[src/rtl/postif_ibuf.sv]
// Post-IF instruction buffer: queues completed fetch slots for ID, drops stale
// cache replies after a flush, and produces the PC/IF stall.
module postif_ibuf #(
    parameter int DEPTH  = 4,
    parameter int ADDR_W = 2,
    parameter int EXC_W  = 32,
    parameter int BYPASS = 1
) (
    input  logic                clk,
    input  logic                rst,
    input  logic [31:0]         pc_i,
    input  logic [31:0]         inst_i,
    input  logic [EXC_W-1:0]    exception_type_i,
    input  logic                inst_ren_i,
    input  logic                inst_ok_i,
    input  logic                inst_valid_i,
    input  logic                flush_i,
    input  logic                id_ready_i,
    output logic [31:0]         pc_o,
    output logic [31:0]         inst_o,
    output logic [EXC_W-1:0]    exception_type_o,
    output logic                inst_valid_o,
    output logic                postif_stall_o,
    output logic [ADDR_W:0]     count_o,
    output logic                overflow_o
);

    logic [31:0]      pc_mem_q   [DEPTH];
    logic [31:0]      inst_mem_q [DEPTH];
    logic [EXC_W-1:0] exc_mem_q  [DEPTH];
    logic [31:0]      pc_mem_d   [DEPTH];
    logic [31:0]      inst_mem_d [DEPTH];
    logic [EXC_W-1:0] exc_mem_d  [DEPTH];

    logic [ADDR_W-1:0] rd_ptr_q, rd_ptr_d, wr_ptr_q, wr_ptr_d;
    logic [ADDR_W:0]   count_q, count_d;
    logic              drop_q, drop_d;
    logic              overflow_q, overflow_d;

    logic        done, push, pop, empty, full, byp, head_valid, wr_en;
    logic [31:0] inst_in;

    always_comb begin
        done       = inst_valid_i & (~inst_ren_i | inst_ok_i);
        push       = done & ~drop_q & ~flush_i;
        empty      = (count_q == '0);
        full       = (count_q == (ADDR_W+1)'(DEPTH));
        byp        = empty & push & (BYPASS != 0);
        head_valid = (~empty | byp) & ~flush_i;
        pop        = head_valid & id_ready_i & ~flush_i;
        // Exception slots never touched the cache, so their instruction word is meaningless.
        inst_in    = inst_ren_i ? inst_i : 32'h0;
    end

    always_comb begin
        pc_o             = 32'h0;
        inst_o           = 32'h0;
        exception_type_o = '0;
        if (!empty) begin
            pc_o             = pc_mem_q[rd_ptr_q];
            inst_o           = inst_mem_q[rd_ptr_q];
            exception_type_o = exc_mem_q[rd_ptr_q];
        end else if (byp) begin
            pc_o             = pc_i;
            inst_o           = inst_in;
            exception_type_o = exception_type_i;
        end
        inst_valid_o   = head_valid;
        postif_stall_o = (inst_ren_i & ~inst_ok_i) | drop_q | (full & ~pop);
        count_o        = count_q;
        overflow_o     = overflow_q;
    end

    always_comb begin
        pc_mem_d   = pc_mem_q;
        inst_mem_d = inst_mem_q;
        exc_mem_d  = exc_mem_q;
        rd_ptr_d   = rd_ptr_q;
        wr_ptr_d   = wr_ptr_q;
        count_d    = count_q;
        drop_d     = drop_q;
        overflow_d = push & full & ~pop;
        // A bypassed slot consumed by ID in the same cycle never enters storage.
        wr_en      = push & (~full | pop) & ~(byp & pop);

        if (drop_q && inst_ok_i)
            drop_d = 1'b0;
        if (flush_i && inst_ren_i && !inst_ok_i)
            drop_d = 1'b1;

        if (flush_i) begin
            rd_ptr_d = '0;
            wr_ptr_d = '0;
            count_d  = '0;
        end else begin
            if (wr_en) begin
                pc_mem_d[wr_ptr_q]   = pc_i;
                inst_mem_d[wr_ptr_q] = inst_in;
                exc_mem_d[wr_ptr_q]  = exception_type_i;
                wr_ptr_d             = wr_ptr_q + 1'b1;
            end
            if (pop && !byp)
                rd_ptr_d = rd_ptr_q + 1'b1;
            count_d = count_q + (ADDR_W+1)'(wr_en) - (ADDR_W+1)'(pop & ~byp);
        end
    end

    always_ff @(posedge clk) begin
        if (rst) begin
            for (int i = 0; i < DEPTH; i++) begin
                pc_mem_q[i]   <= '0;
                inst_mem_q[i] <= '0;
                exc_mem_q[i]  <= '0;
            end
            rd_ptr_q   <= '0;
            wr_ptr_q   <= '0;
            count_q    <= '0;
            drop_q     <= 1'b0;
            overflow_q <= 1'b0;
        end else begin
            pc_mem_q   <= pc_mem_d;
            inst_mem_q <= inst_mem_d;
            exc_mem_q  <= exc_mem_d;
            rd_ptr_q   <= rd_ptr_d;
            wr_ptr_q   <= wr_ptr_d;
            count_q    <= count_d;
            drop_q     <= drop_d;
            overflow_q <= overflow_d;
        end
    end

endmodule

[config.mk]
export PLATFORM = sky130hd
export DESIGN_NAME = postif_ibuf
export DESIGN_NICKNAME = d
export VERILOG_FILES = /design/src/rtl/postif_ibuf.sv
export SDC_FILE = /design/constraint.sdc
export NUM_CORES = 1
export LEC_CHECK = 0
export CORE_MARGIN = 3
export CORE_UTILIZATION = 45
export CTS_CLUSTER_DIAMETER = 120
export CTS_CLUSTER_SIZE = 16
export DETAILED_ROUTE_END_ITERATION = 8
export MAX_ROUTING_LAYER = met4
export PLACE_DENSITY = 0.69
export SLEW_MARGIN = 30
export SYNTH_ARGS = -nofsm -noshare
export SYNTH_HDL_FRONTEND = slang
export SYNTH_SLANG_ARGS = --single-unit
[constraint.sdc]
create_clock -name clk -period 3.1 [get_ports clk]
set_clock_uncertainty 0.05 [all_clocks]
set_input_delay 0.775 -clock clk [delete_from_list [all_inputs] [get_ports clk]]
set_output_delay 0.775 -clock clk [all_outputs]
set_load 0.01 [all_outputs]
Figure 1. M1 wires (run 1).
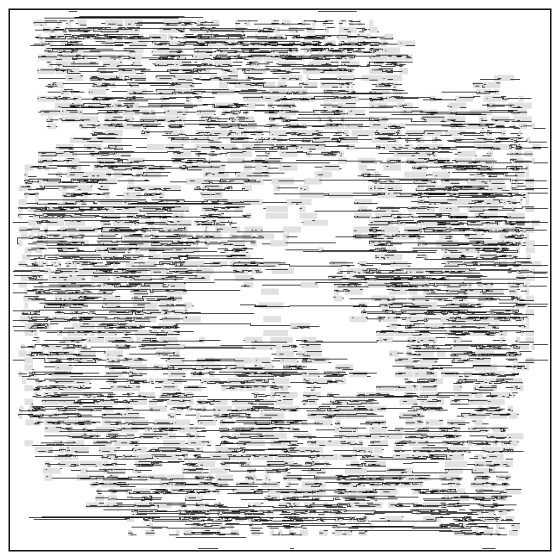
longest straight run: 54.3 um
main direction: horizontal
total via count in the routed design: 13880
met1 track demand over resource: 0.3008

Figure 2. Signal wires on met2 (run 1).
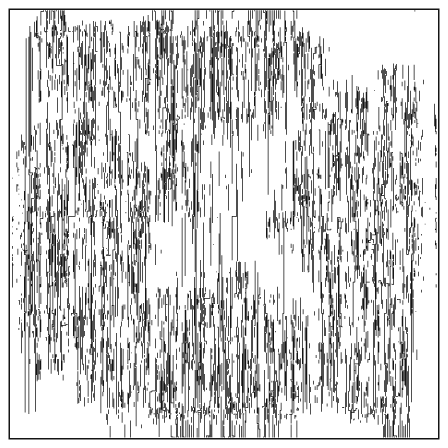
main direction: vertical
share of all routed wire: 48%
longest straight run: 84.0 um
Final Routed Wirelength: 51630 um
met2 demand-to-capacity share in global routing: 0.3689

==> run notes, run 1 <==
Results of the implementation run.

The flow ran to the end, and the final reports show no timing, DRC or antenna violations. The worst setup path is launched from an input port. The top-level I/O count came out at approximately 200. The peak supply drop is between 0.0003 and 0.0004 V.

The post-synthesis to final-layout area growth is 19.22%. In the log, the iteration count for the first detailed-route pass is 5. For this run the top cell type by instance count after synthesis was nand2b_1. The worst max-slew margin expressed relative to the limit came out at 0.6621. Traced cell by cell, the critical path runs through dlygate4sd2_1 -> nand2b_4 -> or3_4 -> buf_12 -> buf_16 -> o21ai_2 -> clkdlybuf4s15_2.

The clock period minus final worst setup slack is roughly 3100 ps. The slowest stage of the critical path belongs to the cell or3_4. The register-to-register path setup slack came out at 380 ps.

The family with the most delay on the worst path is buffers and inverters. The initial antenna violation count is 3. After detailed placement, the design holds a cell count of roughly 2500. The global routing usage summed across all routing layers is 0.2232. The global-route wire length before repair is a little under 80000 um. The die width is ~210 um.

The register area came out at 7875 um^2. After global routing the overflow that remains totals 0. The post-synthesis net count came out at between 1500 and 2000.

The number of cells in the yosys synthesis report is 1854. The sequential cell area fraction in the yosys report came out at 0.4073. Warnings raised by the tools during the run amount to 31.
Figure 3. Metal 4 (run 1).
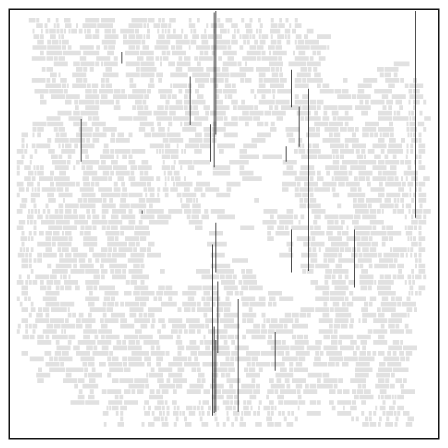
wire length on this layer: 794 um
longest straight run: 103 um
nets with wire on the layer: 12

## run 1: final cells by class
type / instances / share of cell area
antenna: 2 / 0.0002173
clock buffer: 31 / 0.03184
clock inverter: 1 / 0.0003804
inverter: 8 / 0.001304
multi-input combinational: 1295 / 0.4711
sequential: 393 / 0.3420
tap: 539 / 0.02929
timing repair buffer: 287 / 0.1238
## run 1: worst min-delay path, cell delays in order (launching register included)
cell and delay, ps:
dfxtp_1 310, nand2b_1 60, mux2i_1 60
## run 1: worst paths after layout
check                        to  cells past startpoint
setup / recovery     inst_o[23]                      7
hold / removal    exc_mem_q[55]                      2
setup reg to reg     count_o[2]                     11
hold reg to reg   exc_mem_q[55]                      2
## run 1: cells by family after synthesis
family,count (synthesis),synth area share
and+or+nand+nor,701,0.2044
muxes,481,0.3115
buffers and inverters,166,0.04269
AOI/OAI and AO/OA,100,0.02643
xor gates and xnor gates,6,0.002721
DFF,393,0.4073
adders and majority gates,7,0.004923
## run 1: power breakdown
part	total (mW)	internal, mW	switching (mW)
combinational	0.948	0.470	0.478
sequential	5.10	5.08	0.0223
clock	3.38	1.66	1.72
total	9.44	7.21	2.23
## run 1: layer usage
layer,GRT usage,up-vias,wire [um]
met1,0.3008,6917,23820
met4,0.04535,0,794
li1,-,6651,-
met3,0.02292,44,2069
met5,-,-,0
met2,0.3689,271,24950
## run 1: through the flow
| step | setup TNS (ps) | setup WS [ps] | hold WS [ps] | total power [mW] | area, um^2 |
|---|---|---|---|---|---|
| 2_1_floorplan | 0 | 183.0 | 395.5 | 5.699 | 19310 |
| 3_3_place_gp | -38140 | -432.0 | 404.7 | 6.097 | 22050 |
| 3_5_place_dp | -44080 | -526.4 | 410.8 | 6.114 | 22050 |
| 4_1_cts | -1023 | -116.0 | 425.0 | 9.517 | 22980 |
| 5_1_grt | -181.6 | -48.07 | 441.8 | 9.792 | 23020 |
| 6_report | 0 | 7.412 | 422.9 | 9.435 | 23030 |
## run 1: state kept, by name, indices dropped and copies added (netlist names)
| signal | cells |
|---|---|
| overflow_o | 1 |
| exc_mem_q | 128 |
| pc_mem_q | 128 |
| inst_mem_q | 128 |
| wr_ptr_q | 2 |
| count_o | 3 |
| rd_ptr_q | 2 |
| drop_q | 1 |
## run 1: cell usage in the layout (no fill, tap or decap), types with 16 or more instances in the layout
| master | n |
|---|---|
| buf_2 | 76 |
| buf_12 | 25 |
| clkbuf_16 | 34 |
| mux2i_1 | 385 |
| nand2_1 | 141 |
| buf_4 | 33 |
| o21ai_0 | 37 |
| dfxtp_1 | 391 |
| clkbuf_2 | 16 |
| nand3_1 | 33 |
| nand2b_1 | 448 |
| o21ai_2 | 26 |
| nand2_2 | 21 |
| mux4_2 | 96 |
| nand3b_1 | 32 |
| clkdlybuf4s50_1 | 101 |
| o21ai_1 | 35 |
## run 1: what timing repair did
action / 4_1_cts / 5_1_grt
resized: 386 / 122
gates cloned: 5 / 9
endpoints found under the hold margin: 0 / 0
pin swaps: 5 / 1
buffers inserted: 5 / 9
endpoints found under the setup margin: 98 / 71
==> run 1 -> run 2 <==
Settings changed: PLACE_DENSITY 0.69 to 0.66.
Figure 4. Routing congestion (run 2).
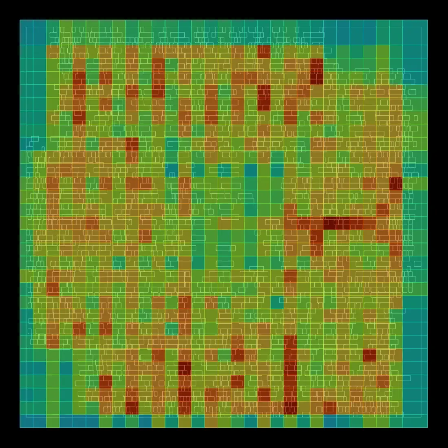
global-route total usage across every layer: 0.2208
met1 track demand over resource: 0.3052
Finished Core Util: 0.5443

==> run notes, run 2 <==
Results of the implementation run.

The flow ran to the end, and the final reports show no timing, DRC or antenna violations. The post-synthesis net count came out at 1964. nand2b_1 is the most common cell in the netlist. The switching portion of total power comes to 0.2369. The wire length on met1 is approximately 24000 um. Summing all placed instances gives a cell area of between 20000 and 25000 um^2. The detailed router reported a total wirelength of ~50000 um. The most common logic cells in the final layout are 448 x nand2b_1, 391 x dfxtp_1, 385 x mux2i_1, 144 x nand2_1, 101 x clkdlybuf4s50_1.

The number of cells in the yosys synthesis report is roughly 1900. The slowest stage of the critical path is the or3_4 cell. The largest registers in the layout are exc_mem_q: 128 flops, inst_mem_q: 128 flops, pc_mem_q: 128 flops. The via count of the routed design came out at about 14000. The final count of hold timing violations is 0. STA classifies the critical path endpoint as an output pin. The global-route wire length before repair came out at approximately 78000 um. The internal power is 7.198 mW.

The initial antenna violation count came out at 0. The part of the total power dissipated in combinational logic is 0.098. Final hold analysis gives a worst-case slack of between 400 and 500 ps. The type of element launching the critical path is an input port. The post-synthesis to final-layout area growth is 18.73%. Once routing completed, OpenROAD measured the worst setup slack at roughly 26 ps. Timing analysis after detailed placement gives a worst setup slack of -603.1 ps. Of the synthesized area, sequential elements account for 0.4073. TritonRoute reported its final design rule violation total as 0. The part of the total power dissipated in the clock network came out at 0.361. The antenna diode instance count is 0. Summed over all nets, wire length on met2 after detailed routing comes to approximately 24000 um.

According to the floorplan report, the die width is about 210 um. The part of the total power dissipated in sequential elements came out at 0.541. The cell count after placement came out at around 2500. The signal on the critical path passes through dlygate4sd2_1 -> nand2b_4 -> or3_4 -> buf_12 -> buf_12 -> o21ai_1 -> clkdlybuf4s15_2. The total power draw came out at 9.433 mW. Setup repair after global routing could not meet its margin everywhere. The peak supply drop is ~0.0003 V.

The pin count of the biggest net entering global routing is approximately 120. The top-level I/O count is 205. The total grt overflow is 0. The finished cells cover approximately 23000 um^2. The detailed router reports a met3 wire length of about 2200 um. The first-pass detailed-route iteration total came out at 5. Signal routing reaches up to met4. The worst max-slew margin expressed relative to the limit came out at 0.6888. Subtracting the final worst setup slack from the clock period gives about 3100 ps.

Summing over the stages, the warning tally comes to 35.
run 2: cell counts after synthesis:
No cell type changed its count.
run 2: worst paths after layout:
path	start	end	slack [ps]	cells past startpoint
setup reg to reg	count_o[1]	count_o[2]	440	11
hold reg to reg	pc_mem_q[32]	pc_mem_q[32]	420	2
setup / recovery	flush_i	inst_o[18]	30	7
hold / removal	pc_mem_q[32]	pc_mem_q[32]	420	2
run 2: final cells by class:
cell class / count / area (um^2)
clock buffers: 30 / 729.5
clock inverters: 1 / 8.758
fillers: 3666 / 19200
inverters: 8 / 30.03
multi-input cells: 1295 / 10780
flip-flops and latches: 393 / 7875
well taps: 539 / 674.4
repair buffers: 281 / 2840
run 2: metrics by stage:
step | util | TNS, ps
floorplan | - | 0
global route | 0.5443 | -178.8
CTS | 0.5446 | -287.6
finish | 0.5443 | 0
global placement | 0.5256 | -42640
detailed placement | 0.5256 | -46140
run 2: logic make-up after synthesis:
logic type / count (synthesis) / share of synthesized area
AND/OR/NAND/NOR: 701 / 0.2044
adder cells (fa/ha/maj): 7 / 0.004923
multiplexers: 481 / 0.3115
XOR/XNOR: 6 / 0.002721
AND-OR/OR-AND: 100 / 0.02643
flip-flops: 393 / 0.4073
buffers and inverters: 166 / 0.04269
run 2: routing by layer:
metal,up-vias,global-route usage
li1,6636,-
met1,6777,0.3052
met2,261,0.3550
met3,37,0.02880
met4,0,0.03783
met5,-,-
run 2: repair_timing:
action	in CTS	in global routing
resized	434	55
endpoints found under the setup margin	98	52
hold buffers	0	0
setup buffers	6	5
pin swaps	5	2
cloned	7	2
run 2: power groups by stage:
stage,Combinational (mW),Clock (mW),Sequential [mW]
detailed placement,0.885,0,5.22
CTS,0.925,3.53,5.10
floorplan,0.483,0,5.22
global placement,0.873,0,5.22
global route,0.993,3.69,5.11
finish,0.923,3.41,5.10
run 2: worst max-delay path: cells and delay by family:
| family | cells | cell delay, ps |
|---|---|---|
| AND/OR/NAND/NOR | 2 | 500 |
| buffers and inverters | 4 | 800 |
| AND-OR/OR-AND | 1 | 150 |
==> run 2 -> run 3 <==
Settings changed: PLACE_DENSITY 0.66 to 0.65.
Figure 5. Placement density heat map (run 3).
The bar under the picture is 50 um long. 21 x 21 tiles, from dark blue (low) to red (high), 0 to 100% covered.
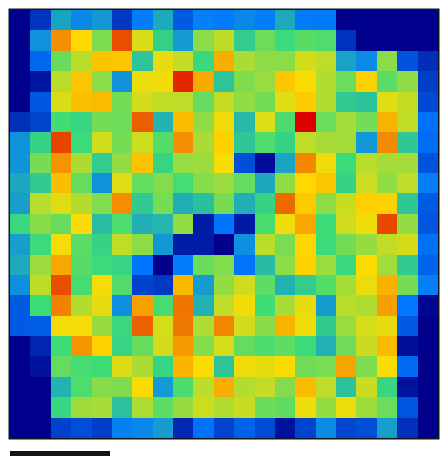
nearly empty tiles: 7.0%
mean over tiles: 50%
tiles over 75% full: 13%
fullest tile: 100%
fp_density: 0.4584
Core Area: 42130 um^2
Finished Core Util: 0.5523

==> run notes, run 3 <==
Results of the implementation run.

The cell area reported after detailed placement is roughly 22000 um^2. The sequential cell area fraction in the yosys report is 0.4073. Per the post-place timing report, worst setup slack is -473.2 ps.

The post-synthesis to final-layout area growth is 20.48%. The most common cell in the synthesized netlist is nand2b_1. The post-cts hold-fix buffer tally is 0. The global-route wire length before repair is between 70000 and 80000 um. The clock period minus final worst setup slack is 3107 ps.

The global route stage reports its total congestion overflow as 0. The final reports fail on negative setup slack. The run finished, with violations left. The global routing usage summed across all routing layers is 0.2164. The initial antenna violation count is 2. The die width is 213.2 um. The worst setup path is launched from an input port. The number of cells in the yosys synthesis report is roughly 1900. The family with the most delay on the worst path is buffers and inverters. The number of instances on the worst hold path is 2. The first-pass detailed-route iteration total is 4. The top-level I/O count came out at roughly 210. The filler cells instantiated in the layout total approximately 3600.

Leaving out fill and tap cells, the most frequent cell in the layout is nand2b_1. In the post-route analysis, the smallest setup slack over all paths is -7.112 ps. The number of remaining DRC errors is 0. The final count of hold timing violations came out at 0. The most critical hold endpoint after final layout shows a slack of about 420 ps. The number of different library cells used by synthesis comes to 28. VDD sags by at most 0.0003342 V. TritonCTS built the clock tree. STA classifies the critical path endpoint as an output pin. Max-cap violations in this run came to 0.

Per the post-run analysis, buffers plus inverters along the critical path come to 3. The path length in cells of the critical path came out at 6. Walking the worst path, the cells encountered are clkdlybuf4s15_1 -> nand2b_4 -> or3_4 -> clkbuf_16 -> o21ai_0 -> dlygate4sd2_1.

Per the slew report, the remaining headroom to the max-slew limit stands at 0.4903. The routed layout has approximately 14000 vias. The number of cell instances on the worst register-to-register path is 10. The stage-log warning count is 33. Per the skew report, the later register of the worst-skew pair sees a clock latency of between 500 and 600 ps. For this run, the final setup violation count is recorded as 1.
-- run 3: logic make-up after synthesis --
kind of cell | count (synthesis) | share of synthesized area
and+or+nand+nor | 701 | 0.2044
muxes | 481 | 0.3115
DFF | 393 | 0.4073
buffers and inverters | 166 | 0.04269
AOI/OAI and AO/OA | 100 | 0.02643
adders and majority gates | 7 | 0.004923
xor gates and xnor gates | 6 | 0.002721
-- run 3: repair_timing --
action,CTS,global route
cloned,4,13
pin swaps,0,9
buffers inserted,4,31
setup endpoints to repair,98,88
resized,214,197
-- run 3: final cells by class --
type / instances / area [um^2] / area share
well taps: 539 / 674.4 / 0.02898
multi-input cells: 1296 / 10770 / 0.4629
clock inverters: 1 / 8.758 / 0.0003764
clock buffers: 30 / 729.5 / 0.03135
repair buffers: 306 / 3176 / 0.1365
diodes: 2 / 5.005 / 0.0002151
flip-flops and latches: 393 / 7875 / 0.3384
inverters: 8 / 30.03 / 0.001290
-- run 3: where the power goes --
| part | leakage (nW) | total [mW] | internal, mW | switching, mW |
|---|---|---|---|---|
| Sequential | 3.17 | 5.10 | 5.08 | 0.0224 |
| Clock | 0.363 | 3.39 | 1.65 | 1.73 |
| Combinational | 6.88 | 0.955 | 0.477 | 0.478 |
-- run 3: stage by stage --
step / instances / util / setup TNS [ps] / power [mW]
6_report: 2575 / 0.5523 / -7.112 / 9.445
5_1_grt: 2575 / 0.5523 / -508.2 / 9.796
4_1_cts: 2530 / 0.5425 / -2967 / 9.495
3_5_place_dp: 2491 / 0.5247 / -40180 / 6.116
3_3_place_gp: 2491 / 0.5247 / -36110 / 6.102
2_1_floorplan: 1854 / - / 0 / 5.699
-- run 3: tightest hold or removal path: stages (launching register included) --
cell and delay [ps]:
dfxtp_1 310, nand2b_1 60, mux2i_1 50
-- run 3: worst paths after layout --
kind                                     start        endpoint
worst min-delay path            exc_mem_q[123]  exc_mem_q[123]
worst max-delay path              inst_valid_i       inst_o[0]
worst min register to register  exc_mem_q[123]  exc_mem_q[123]
worst max register to register      count_o[2]      count_o[2]
-- run 3: routing by layer --
metal	vias up	routed length, um	global-route usage
met3	54	1934	0.02028
met2	257	24870	0.3588
met5	-	0	-
met1	6932	24500	0.2939
li1	6690	-	-
met4	0	770	0.03897
No activity file was given, so power comes from the tool's default toggle rates.
